**Power grid**

Bar = 50 um. Pins as bars on the die edge.
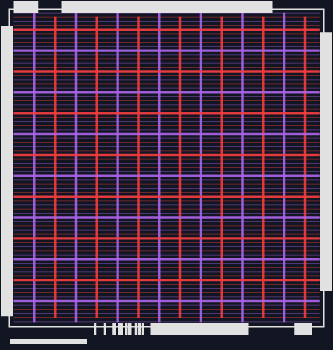
**Cells colored by class**

Fill, decap, tap and diode cells in gray.
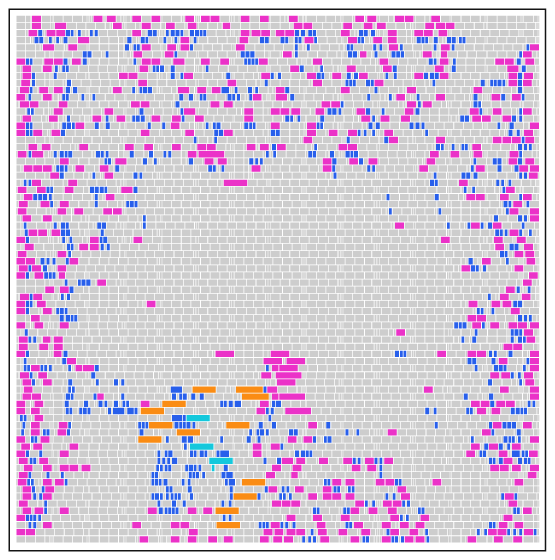
**Clock network drawn from the DEF**

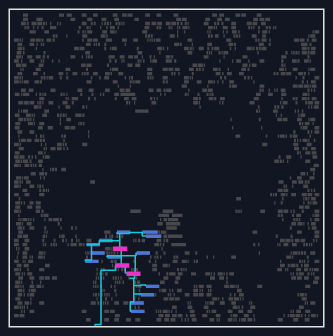
**Signal wires by layer**

Bar = 50 um. Two of the layers only.
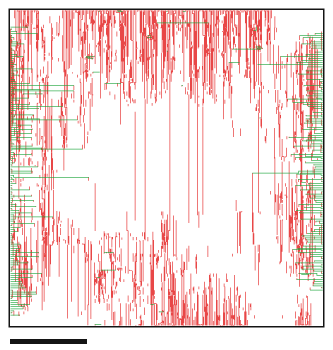
**The clock network**

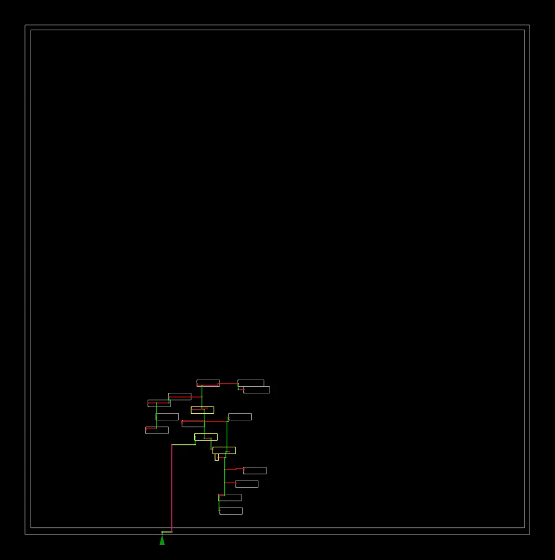
--- src/rtl/shake_arb_pkg.sv ---
// shake_arb_pkg: shared types and constants for the sponge-core arbiter.
package shake_arb_pkg;
  typedef enum logic [1:0] {IDLE, CLEAR, WAIT, BUSY} state_e;
  localparam int DEF_RST_CYCLES = 2;
  localparam int DEF_TIMEOUT_CYCLES = 4096;
  function automatic int idx_w(input int n);
    return (n > 1) ? $clog2(n) : 1;
  endfunction
endpackage

--- src/rtl/shake_rr_pick.sv ---
// shake_rr_pick: combinational round-robin pick of the first request at or after ptr.
module shake_rr_pick
  import shake_arb_pkg::*;
#(
  parameter int NUM_REQ = 4,
  parameter int IW = idx_w(NUM_REQ)
) (
  input  logic [NUM_REQ-1:0] req,
  input  logic [IW-1:0]      ptr,
  output logic [NUM_REQ-1:0] onehot,
  output logic [IW-1:0]      idx,
  output logic               any
);
  // Scan downward so the lowest distance from ptr is the last (winning) assignment.
  always_comb begin
    idx = '0;
    any = 1'b0;
    for (int i = NUM_REQ - 1; i >= 0; i--) begin
      if (req[(int'(ptr) + i) % NUM_REQ]) begin
        idx = IW'((int'(ptr) + i) % NUM_REQ);
        any = 1'b1;
      end
    end
    onehot = any ? NUM_REQ'(1) << idx : '0;
  end
endmodule

--- src/rtl/shake_arbiter.sv ---
// shake_arbiter: round-robin per-job ownership of one SHAKE sponge core.
// Optional watchdog on an idle owner with SHAKE_ARB_TIMEOUT_EN.
module shake_arbiter
  import shake_arb_pkg::*;
#(
  parameter int NUM_REQ = 4,
  parameter int DATA_IN_BITS = 64,
  parameter int DATA_OUT_BITS = 64,
  parameter int LEN_W = $clog2(DATA_IN_BITS) + 1,
  parameter int RST_CYCLES = DEF_RST_CYCLES
`ifdef SHAKE_ARB_TIMEOUT_EN
  , parameter int TIMEOUT_CYCLES = DEF_TIMEOUT_CYCLES
`endif
) (
  input  logic                            clk,
  input  logic                            rst_n,
  input  logic [NUM_REQ-1:0]              req,
  input  logic [NUM_REQ-1:0]              rel,
  output logic [NUM_REQ-1:0]              grant,
  input  logic [NUM_REQ*DATA_IN_BITS-1:0] req_data,
  input  logic [NUM_REQ-1:0]              req_valid,
  input  logic [NUM_REQ-1:0]              req_last,
  input  logic [NUM_REQ*LEN_W-1:0]        req_last_len,
  output logic [NUM_REQ-1:0]              req_in_ready,
  input  logic [NUM_REQ-1:0]              req_out_ready,
  output logic [DATA_OUT_BITS-1:0]        rsp_data,
  output logic [NUM_REQ-1:0]              rsp_valid,
  output logic                            core_rst,
  output logic                            core_cache_rst,
  output logic [DATA_IN_BITS-1:0]         core_data_in,
  output logic                            core_in_valid,
  output logic                            core_in_last,
  output logic [LEN_W-1:0]                core_last_len,
  input  logic                            core_in_ready,
  output logic                            core_out_ready,
  input  logic [DATA_OUT_BITS-1:0]        core_data_out,
  input  logic                            core_out_valid
`ifdef SHAKE_ARB_TIMEOUT_EN
  , output logic                          err_timeout
`endif
);
  localparam int IW = idx_w(NUM_REQ);
  localparam int CW = $clog2(RST_CYCLES + 1);

  state_e state_q, state_d;
  logic [NUM_REQ-1:0] grant_q, grant_d, pick_oh;
  logic [IW-1:0] owner_q, owner_d, rr_q, rr_d, pick_idx;
  logic [CW-1:0] cnt_q, cnt_d;
  logic done_q, done_d;
  logic pick_any, busy, in_open, release_now, tmo_hit;

  shake_rr_pick #(.NUM_REQ(NUM_REQ), .IW(IW)) u_pick (
    .req    (req),
    .ptr    (rr_q),
    .onehot (pick_oh),
    .idx    (pick_idx),
    .any    (pick_any)
  );

  assign busy           = state_q == BUSY;
  assign in_open        = busy & core_in_ready & ~done_q;
  assign grant          = grant_q;
  assign core_rst       = (state_q == IDLE) | (state_q == CLEAR);
  assign core_cache_rst = core_rst;
  assign core_data_in   = busy ? req_data[int'(owner_q)*DATA_IN_BITS +: DATA_IN_BITS] : '0;
  assign core_last_len  = busy ? req_last_len[int'(owner_q)*LEN_W +: LEN_W] : '0;
  assign core_in_last   = busy & req_last[owner_q];
  assign core_in_valid  = in_open & req_valid[owner_q];
  assign req_in_ready   = in_open ? grant_q : '0;
  assign core_out_ready = busy & req_out_ready[owner_q];
  assign rsp_valid      = (busy & core_out_valid) ? grant_q : '0;
  assign rsp_data       = busy ? core_data_out : '0;
  assign release_now    = busy & (rel[owner_q] | tmo_hit);

  always_comb begin
    state_d = state_q;
    grant_d = grant_q;
    owner_d = owner_q;
    rr_d    = rr_q;
    cnt_d   = cnt_q;
    done_d  = done_q | (core_in_valid & core_in_last);
    case (state_q)
      IDLE: if (pick_any) begin
        state_d = CLEAR;
        grant_d = pick_oh;
        owner_d = pick_idx;
        cnt_d   = '0;
        done_d  = 1'b0;
      end
      CLEAR: begin
        cnt_d   = cnt_q + CW'(1);
        state_d = (cnt_q == CW'(RST_CYCLES - 1)) ? WAIT : CLEAR;
      end
      WAIT: state_d = BUSY;
      BUSY: if (release_now) begin
        state_d = IDLE;
        grant_d = '0;
        rr_d    = (owner_q == IW'(NUM_REQ - 1)) ? '0 : owner_q + IW'(1);
      end
      default: state_d = IDLE;
    endcase
  end

  always_ff @(posedge clk or negedge rst_n) begin
    if (!rst_n) begin
      state_q <= IDLE;
      grant_q <= '0;
      owner_q <= '0;
      rr_q    <= '0;
      cnt_q   <= '0;
      done_q  <= 1'b0;
    end else begin
      state_q <= state_d;
      grant_q <= grant_d;
      owner_q <= owner_d;
      rr_q    <= rr_d;
      cnt_q   <= cnt_d;
      done_q  <= done_d;
    end
  end

`ifdef SHAKE_ARB_TIMEOUT_EN
  localparam int TW = $clog2(TIMEOUT_CYCLES + 1);
  logic [TW-1:0] tmo_q, tmo_d;
  logic err_q, hs;
  // Any absorb or squeeze handshake by the owner proves it is still alive.
  assign hs      = core_in_valid | (core_out_valid & core_out_ready);
  assign tmo_hit = busy & ~hs & (tmo_q == TW'(TIMEOUT_CYCLES - 1));
  assign err_timeout = err_q;
  always_comb begin
    tmo_d = (busy & ~hs & ~tmo_hit) ? tmo_q + TW'(1) : '0;
  end
  always_ff @(posedge clk or negedge rst_n) begin
    if (!rst_n) begin
      tmo_q <= '0;
      err_q <= 1'b0;
    end else begin
      tmo_q <= tmo_d;
      err_q <= tmo_hit;
    end
  end
`else
  assign tmo_hit = 1'b0;
`endif
endmodule

--- config.mk ---
export PLATFORM = sky130hd
export DESIGN_NAME = shake_arbiter
export DESIGN_NICKNAME = d
export VERILOG_FILES = /design/src/rtl/shake_arb_pkg.sv /design/src/rtl/shake_rr_pick.sv /design/src/rtl/shake_arbiter.sv
export SDC_FILE = /design/constraint.sdc
export NUM_CORES = 1
export LEC_CHECK = 0
export ABC_AREA = 1
export CELL_PAD_IN_SITES_DETAIL_PLACEMENT = 0
export CELL_PAD_IN_SITES_GLOBAL_PLACEMENT = 1
export CORE_AREA = 2 2 202 204
export CTS_CLUSTER_DIAMETER = 60
export DETAILED_ROUTE_END_ITERATION = 6
export DIE_AREA = 0 0 204 206
export PLACE_DENSITY_LB_ADDON = 0.2
export SYNTH_ARGS = -nofsm -noshare
export SYNTH_HDL_FRONTEND = slang
export SYNTH_SLANG_ARGS = --single-unit
--- constraint.sdc ---
create_clock -name clk -period 2.5 [get_ports clk]
set_input_delay 0.25 -clock clk [delete_from_list [all_inputs] [get_ports clk]]
set_output_delay 0.25 -clock clk [all_outputs]
set_load 0.01 [all_outputs]
==> flow_metrics.rpt <==
FLOW METRICS REPORT
----------------------------------------------------
[Routing]
  Antenna viol nets, final ........................ 0
  Detailed-routing iteration count for the pre-antenna-repair pass ........................ 4
  Routed length per placed instance ........................ 16.7 um
  Avg Vias per Cell ........................ 3.74
  Final routed wirelength across all metal layers ........................ 31000 um
  Number of design rule violations left after detail routing ........................ 0

[Global route]
  Wire length of the first global-routing pass ........................ 43000 um
  Antenna violations before repair ........................ 2
  Aggregate global-route resource usage ........................ 13.3%
  Met3 Usage GRT ........................ 3.07%
  Maximum number of pins on one net before global-route repair ........................ 64

[Die]
  Well-tap cell count ........................ 532
  Cell row count ........................ 74
  Io pins ........................ 524
  Chip width ........................ 204 um

[Yosys]
  Leading cell types by total area after synthesis ........................ sky130_fd_sc_hd__nor2_1, sky130_fd_sc_hd__o21ai_0, sky130_fd_sc_hd__a21oi_1
  Yosys stat chip area ........................ 3850 um^2
  Async SR Flop Fraction ........................ 100%
  Dominant synthesized flop cell ........................ sky130_fd_sc_hd__dfrtp_1
  Most common cell in the synthesized netlist ........................ sky130_fd_sc_hd__nor2_1
  Aoi/oai-family share of the synthesized area ........................ 31.2%

[Pwr]
  Design internal power ........................ 4170 uW
  Top pwr grp ........................ combinational logic
  Fraction of power spent switching nets ........................ 51.6%
  Power density relative to cell area ........................ 868 nW/um^2
  Peak ir drop on the vdd network ........................ 0.000502 V
  Sequential group share of total power ........................ 5.1%

[Finish]
  Number of nets in the final layout ........................ 1702
  Total inserted antenna cells ........................ 3
  Multi-input logic area ........................ 2920 um^2
  Count of inverters not on the clock network in the layout ........................ 85
  Multi-input combinational area share ........................ 29.4%
  Number of filler instances in the final layout ........................ 4572
  Clock buffer count in the final layout ........................ 4
  Leading cell type in the layout, fill and taps excluded ........................ sky130_fd_sc_hd__clkdlybuf4s50_1

[Worst setup path]
  Critical-path top delay cell ........................ sky130_fd_sc_hd__clkdlybuf4s50_1
  Critical path depth in cells ........................ 5
  Critical register-to-register path endpoint ........................ owner_q[0]
  Worst EP arrival ........................ 2.17 ns
  Crit-path leading delay family ........................ buffers and inverters
  Worst setup endpoint ........................ core_data_in[41]
  Worst EP required ........................ 2.25 ns

[Clock network]
  Clock buffer depth ........................ 2
  Clock tree from TritonCTS ........................ done
  Clock slew seen by the registers of the worst setup and hold paths ........................ 0.05 ns
  Deepest level of the CTS H-tree ........................ 1

[Timing]
  Final max-slew violation count ........................ 0
  Transition time at the pin with the least slew margin ........................ 0.672 ns
  Setup slack after layout ........................ 0.0842 ns

[Placed design]
  Number of buffers inserted by port buffering ........................ 523

[Flow run]
  Count of tool warnings ........................ 26

[Status]
  Run status ........................ completed

[Worst hold path]
  Worst min-delay path category ........................ input pin to async pin

----------------------------------------------------
Notes on 'power grid' above:
color	net
purple	VSS
red	VDD
rows	74
signal pins	524

Notes on 'cells colored by class' above:
color	class	cells	share of their area
magenta	remaining buffers and delay cells	544	61%
orange	registers	13	3.6%
cyan	clock drivers and dummy loads	4	0.85%
blue	remaining logic cells	766	35%

Notes on 'clock network drawn from the DEF' above:
[cyan] clock wires | length: 231 um
[magenta] clock-net drivers | count: 3
[blue] flip-flops | count: 13
routed clock nets	4
flops lie	south
clock group power: 304 uW
clock group share of total power: 3.5%
worst clock skew on the final layout: 0.00267 ns
insertion delay of the later-clocked pin in the worst-skew pair: 0.24 ns

Notes on 'signal wires by layer' above:
color	layer	wire length
green	M3	2430 um
red	M2	16100 um

Notes on 'the clock network' above:
sinks on the clock net: 13
Inserted Clock Buffers: 3

-- state kept, by name (all words and copies together) (netlist names), named ones only --
name / flops
owner_q: 2
grant: 4
done_q: 1
cnt_q: 2
rr_q: 2
state_q: 1
-- layer usage --
metal  routed length [um]  up-vias
li1                     -     3609
met1                12200     3020
met2                16100      310
met3                 2430       16
met4                  315        2
met5                   11        -
-- per-stage QoR --
| step | std cells | power [uW] | area, um^2 | TNS, ns |
|---|---|---|---|---|
| after floorplan | 845 | 4250 | 3850 | 0 |
| after global placement | 1852 | 8410 | 9730 | 0 |
| after CTS | 1856 | 8700 | 9810 | 0 |
| final | 1862 | 8620 | 9930 | 0 |
| after detailed placement | 1852 | 8350 | 9730 | 0 |
| after global routing | 1859 | 9550 | 9920 | -0.0211 |
Power figures rest on the tool's default switching activity, not on a simulated workload.
